`src/rtl/dds_sweep_ctrl.sv`:
```
// Frequency-sweep sequencer for the DDS core: walks the tuning word from start to stop
// with a programmable step and dwell, in single, sawtooth, triangle or static-tone mode.
module dds_sweep_ctrl #(
  parameter int unsigned TUNE    = 16,
  parameter int unsigned DWELL_W = 16
) (
  input  logic               clk,
  input  logic               rst_n,
  input  logic               cfg_valid,
  output logic               cfg_ready,
  input  logic [TUNE-1:0]    cfg_start,
  input  logic [TUNE-1:0]    cfg_stop,
  input  logic [TUNE-1:0]    cfg_step,
  input  logic [DWELL_W-1:0] cfg_dwell,
  input  logic [1:0]         cfg_mode,
  input  logic [2:0]         cfg_sel,
  input  logic               abort,
  output logic [TUNE-1:0]    tuningW,
  output logic [2:0]         sel,
  output logic               busy,
  output logic               done,
  output logic               wrap
);

  localparam logic [1:0] ModeSingle = 2'd0;
  localparam logic [1:0] ModeSaw    = 2'd1;
  localparam logic [1:0] ModeStatic = 2'd3;

  typedef enum logic [1:0] {StIdle, StRun, StHold} state_e;

  state_e              state_q;
  logic [TUNE-1:0]     start_q, stop_q, step_q, tune_q;
  logic [DWELL_W-1:0]  dwell_q, cnt_q;
  logic [1:0]          mode_q;
  logic                up_q;
  logic [2:0]          sel_q;
  logic                done_q, wrap_q;
  logic [TUNE-1:0]     fwd_word, rev_word;

  // One step toward tgt, clamped to tgt; the extra bit catches overflow/underflow.
  function automatic logic [TUNE-1:0] step_toward(input logic [TUNE-1:0] cur,
                                                  input logic [TUNE-1:0] tgt,
                                                  input logic [TUNE-1:0] stp,
                                                  input logic            up);
    logic [TUNE:0]   nxt;
    logic [TUNE-1:0] res;
    if (up) begin
      nxt = {1'b0, cur} + {1'b0, stp};
      res = (nxt >= {1'b0, tgt}) ? tgt : nxt[TUNE-1:0];
    end else begin
      nxt = {1'b0, cur} - {1'b0, stp};
      res = (nxt[TUNE] || (nxt[TUNE-1:0] <= tgt)) ? tgt : nxt[TUNE-1:0];
    end
    return res;
  endfunction

  // rev_word is the triangle turnaround: step off the old stop back toward the old start.
  always_comb begin
    fwd_word = step_toward(tune_q, stop_q, step_q, up_q);
    rev_word = step_toward(tune_q, start_q, step_q, ~up_q);
  end

  always_ff @(posedge clk or negedge rst_n) begin
    if (!rst_n) begin
      state_q <= StIdle;
      start_q <= '0;
      stop_q  <= '0;
      step_q  <= '0;
      tune_q  <= '0;
      dwell_q <= '0;
      cnt_q   <= '0;
      mode_q  <= ModeSingle;
      up_q    <= 1'b0;
      sel_q   <= '0;
      done_q  <= 1'b0;
      wrap_q  <= 1'b0;
    end else begin
      done_q <= 1'b0;
      wrap_q <= 1'b0;
      unique case (state_q)
        StIdle: begin
          if (cfg_valid) begin
            start_q <= cfg_start;
            stop_q  <= cfg_stop;
            step_q  <= cfg_step;
            dwell_q <= cfg_dwell;
            mode_q  <= cfg_mode;
            tune_q  <= cfg_start;
            sel_q   <= cfg_sel;
            cnt_q   <= cfg_dwell;
            up_q    <= (cfg_stop >= cfg_start);
            if (cfg_mode == ModeStatic || cfg_step == '0 || cfg_start == cfg_stop) begin
              state_q <= StHold;
            end else begin
              state_q <= StRun;
            end
          end
        end
        StRun: begin
          if (abort) begin
            state_q <= StIdle;
          end else if (cnt_q != '0) begin
            cnt_q <= cnt_q - DWELL_W'(1);
          end else if (tune_q != stop_q) begin
            tune_q <= fwd_word;
            cnt_q  <= dwell_q;
          end else begin
            case (mode_q)
              ModeSingle: begin
                state_q <= StIdle;
                done_q  <= 1'b1;
              end
              ModeSaw: begin
                tune_q <= start_q;
                cnt_q  <= dwell_q;
                wrap_q <= 1'b1;
              end
              default: begin
                start_q <= stop_q;
                stop_q  <= start_q;
                up_q    <= ~up_q;
                tune_q  <= rev_word;
                cnt_q   <= dwell_q;
                wrap_q  <= 1'b1;
              end
            endcase
          end
        end
        StHold: begin
          if (abort) begin
            state_q <= StIdle;
          end else if (mode_q == ModeSingle && start_q == stop_q) begin
            // Degenerate single sweep: hold the one word for its dwell, then finish.
            if (cnt_q != '0) begin
              cnt_q <= cnt_q - DWELL_W'(1);
            end else begin
              state_q <= StIdle;
              done_q  <= 1'b1;
            end
          end
        end
        default: state_q <= StIdle;
      endcase
    end
  end

  assign cfg_ready = (state_q == StIdle);
  assign busy      = (state_q != StIdle);
  assign tuningW   = tune_q;
  assign sel       = sel_q;
  assign done      = done_q;
  assign wrap      = wrap_q;

endmodule

```
`config.mk`:
```
export PLATFORM = sky130hd
export DESIGN_NAME = dds_sweep_ctrl
export DESIGN_NICKNAME = d
export VERILOG_FILES = /design/src/rtl/dds_sweep_ctrl.sv
export SDC_FILE = /design/constraint.sdc
export NUM_CORES = 1
export LEC_CHECK = 0
export ABC_AREA = 1
export CAP_MARGIN = 20
export CELL_PAD_IN_SITES_DETAIL_PLACEMENT = 2
export CELL_PAD_IN_SITES_GLOBAL_PLACEMENT = 2
export CORE_ASPECT_RATIO = 1.1
export CORE_MARGIN = 3
export CORE_UTILIZATION = 33
export DETAILED_ROUTE_END_ITERATION = 6
export PLACE_DENSITY = 0.83
export SLEW_MARGIN = 20
export SYNTH_ARGS = -nofsm -noshare
export SYNTH_HDL_FRONTEND = slang
export SYNTH_SLANG_ARGS = --single-unit
```
`constraint.sdc`:
```
create_clock -name clk -period 4.7 [get_ports clk]
set_clock_uncertainty 0.15 [all_clocks]
set_input_delay 0.94 -clock clk [delete_from_list [all_inputs] [get_ports clk]]
set_output_delay 0.94 -clock clk [all_outputs]
set_load 0.005 [all_outputs]
```
**Wires at chosen ports, followed through buffers**

The bar under the picture is 50 um long.
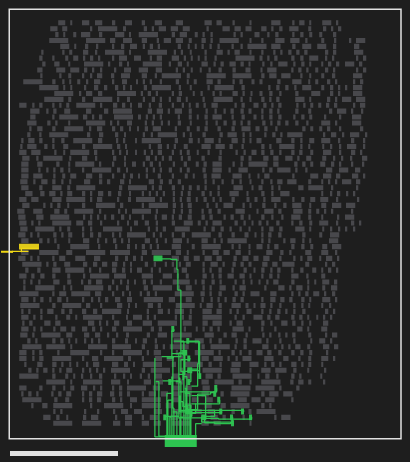
legend:
  `wrap`:
    colour: yellow
    bits: 1
    direction: output
    edge: left
    end_cells: 1
    buffers: 1
    wire: 17.7 um
  `cfg_step`:
    colour: green
    bits: 16
    direction: input
    edge: bottom
    end_cells: 20
    buffers: 16
    wire: 874 um

**The metal 3 layer**

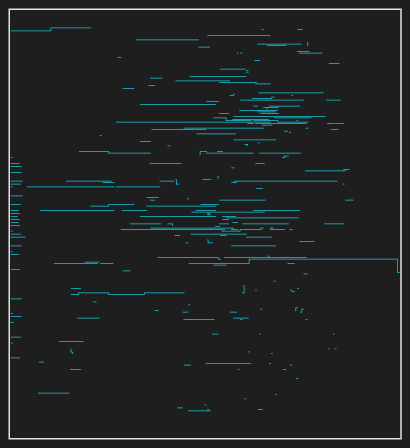
nets with wire on the layer: 141
wire length on this layer: 2,110 um
longest straight run: 71.3 um
main direction: horizontal
via total after detailed routing: 12,397
fraction of met3 tracks used by global routing: 0.0269
final WL: 52.7 mm

**A small window of the routed layout**

The bar under the picture is 10 um long. Window x 33 to 58, y 37 to 62 um. Cells in grey, sequential cells in the stronger grey; small squares are vias.
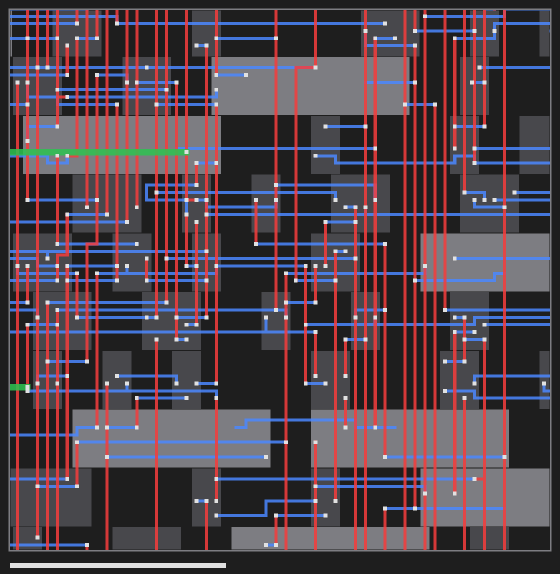
legend:
  met3:
    colour: green
  met1:
    colour: blue
  met2:
    colour: red
sequential cells in the window: 6
netlist names of flops here include: `cnt_q` (2), `dwell_q` (2)
cells with their middle in the window: 36
most frequent: nand2_1 (11), dfrtp_1 (6)

**Routing congestion**

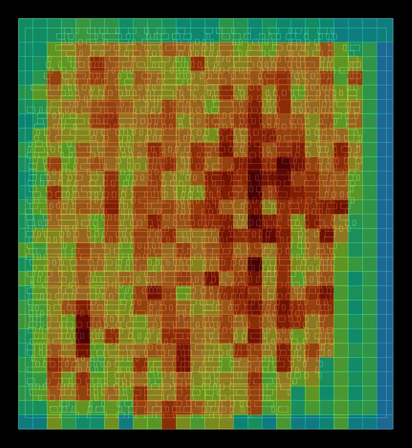
gr usage total: 0.289
Core Util, Final: 0.396
GR Util met2: 0.494
met1 global-route usage: 0.356

**Gate families picked out**

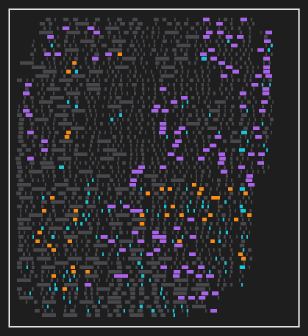
legend:
  NOR gates:
    colour: cyan
    cells: 114
    most_used: nor2_1
    where: spread over the die
  XOR/XNOR gates:
    colour: orange
    cells: 41
    most_used: xor2_1
  adder and majority cells:
    colour: purple
    cells: 118
    most_used: ha_1
    where: spread over the die

==> run summary <==
Results of an implementation run.

The flow ran to the end, and the final reports show no timing, DRC or antenna violations. Per the detail_route log, met2 wirelength is 25.4 mm. The clock root buffer is sky130_fd_sc_hd__clkbuf_16. The largest combinational cell category by area is simple AND/OR/NAND/NOR gates. STA classifies the critical path endpoint as a flop. The fraction of synthesized cell area in xor and xnor cells is 0.0326. In the final layout, the share of cells above drive strength 1 is 0.0814. The library cell occupying the most area in the post-synthesis netlist is sky130_fd_sc_hd__dfrtp_1. The die boundary width is 180 um. The multi-input combinational cells in the finished layout cover a total of roughly 0.0072 sq mm. Per the synth log, the flip-flop and latch total comes to 106. The number of cells traversed by the worst hold path is 2.

The post-placement cell area is 0.0125 sq mm. The timing startpoint of the critical path is tuningW[0]$_DFFE_PN0P_. The total of fill cells in the finished design is approximately 4,000. By area the synthesized netlist is led by sky130_fd_sc_hd__dfrtp_1 24%, sky130_fd_sc_hd__nand2_1 15%, sky130_fd_sc_hd__ha_1 13%. Warnings reported by Yosys during synthesis add up to 0. The maximum achievable frequency is 0.224 GHz.

Post-CTS repair ended up resizing 3 cells. Summing over the stages, the warning tally comes to 44. The number of setup buffers added after CTS is 0.

Counting instances in the post-synthesis netlist gives the leading cell types as 445 x sky130_fd_sc_hd__nand2_1, 213 x sky130_fd_sc_hd__inv_1, 139 x sky130_fd_sc_hd__a21oi_1, 139 x sky130_fd_sc_hd__nand3_1, 116 x sky130_fd_sc_hd__ha_1. The layout report lists the non-clock buffer share of cell area as 0.108. For the pin with the worst max-slew slack, the measured transition is 965 ps. The average instance in the mapped netlist occupies 6.65 sq um.

The leading cell type in the layout, fill and taps excluded is sky130_fd_sc_hd__nand2_1. The count of buffers not belonging to the clock network in the layout is 149. The initial antenna violation count is 0. Using the TritonRoute via totals, the vias-per-cell ratio works out to 5.68.

The area-dominant cell class after layout is multi-input combinational cells. After the flow finishes, the layout carries non-filler instances totaling roughly 2,200. Per the Yosys statistics, synthesis produced 1,657 cells. The setup path with the least slack is of type reg2reg.

There are 106 flip-flops and latches. In the layout the tool counted multi-input logic cells amounting to 1,257. The first-pass detailed-route iteration total is 5. The HPWL reported at the end of detailed placement is 41.6 mm. In this run, synthesis inferred 0 flip-flops with an integrated enable. The post-synth design cell area is 0.0110 sq mm. The max-capacitance violation count is 0.

For this run, the slowest stage of the critical path takes about 470 ps. The number of clock buffer instances in the layout is 10. The count of buffering cells on the critical path with inverters included is 6.

The clock tree from TritonCTS is yes. Across all setup checks in the final design, the least slack found is ~240 ps. The CTS sink count is 106.

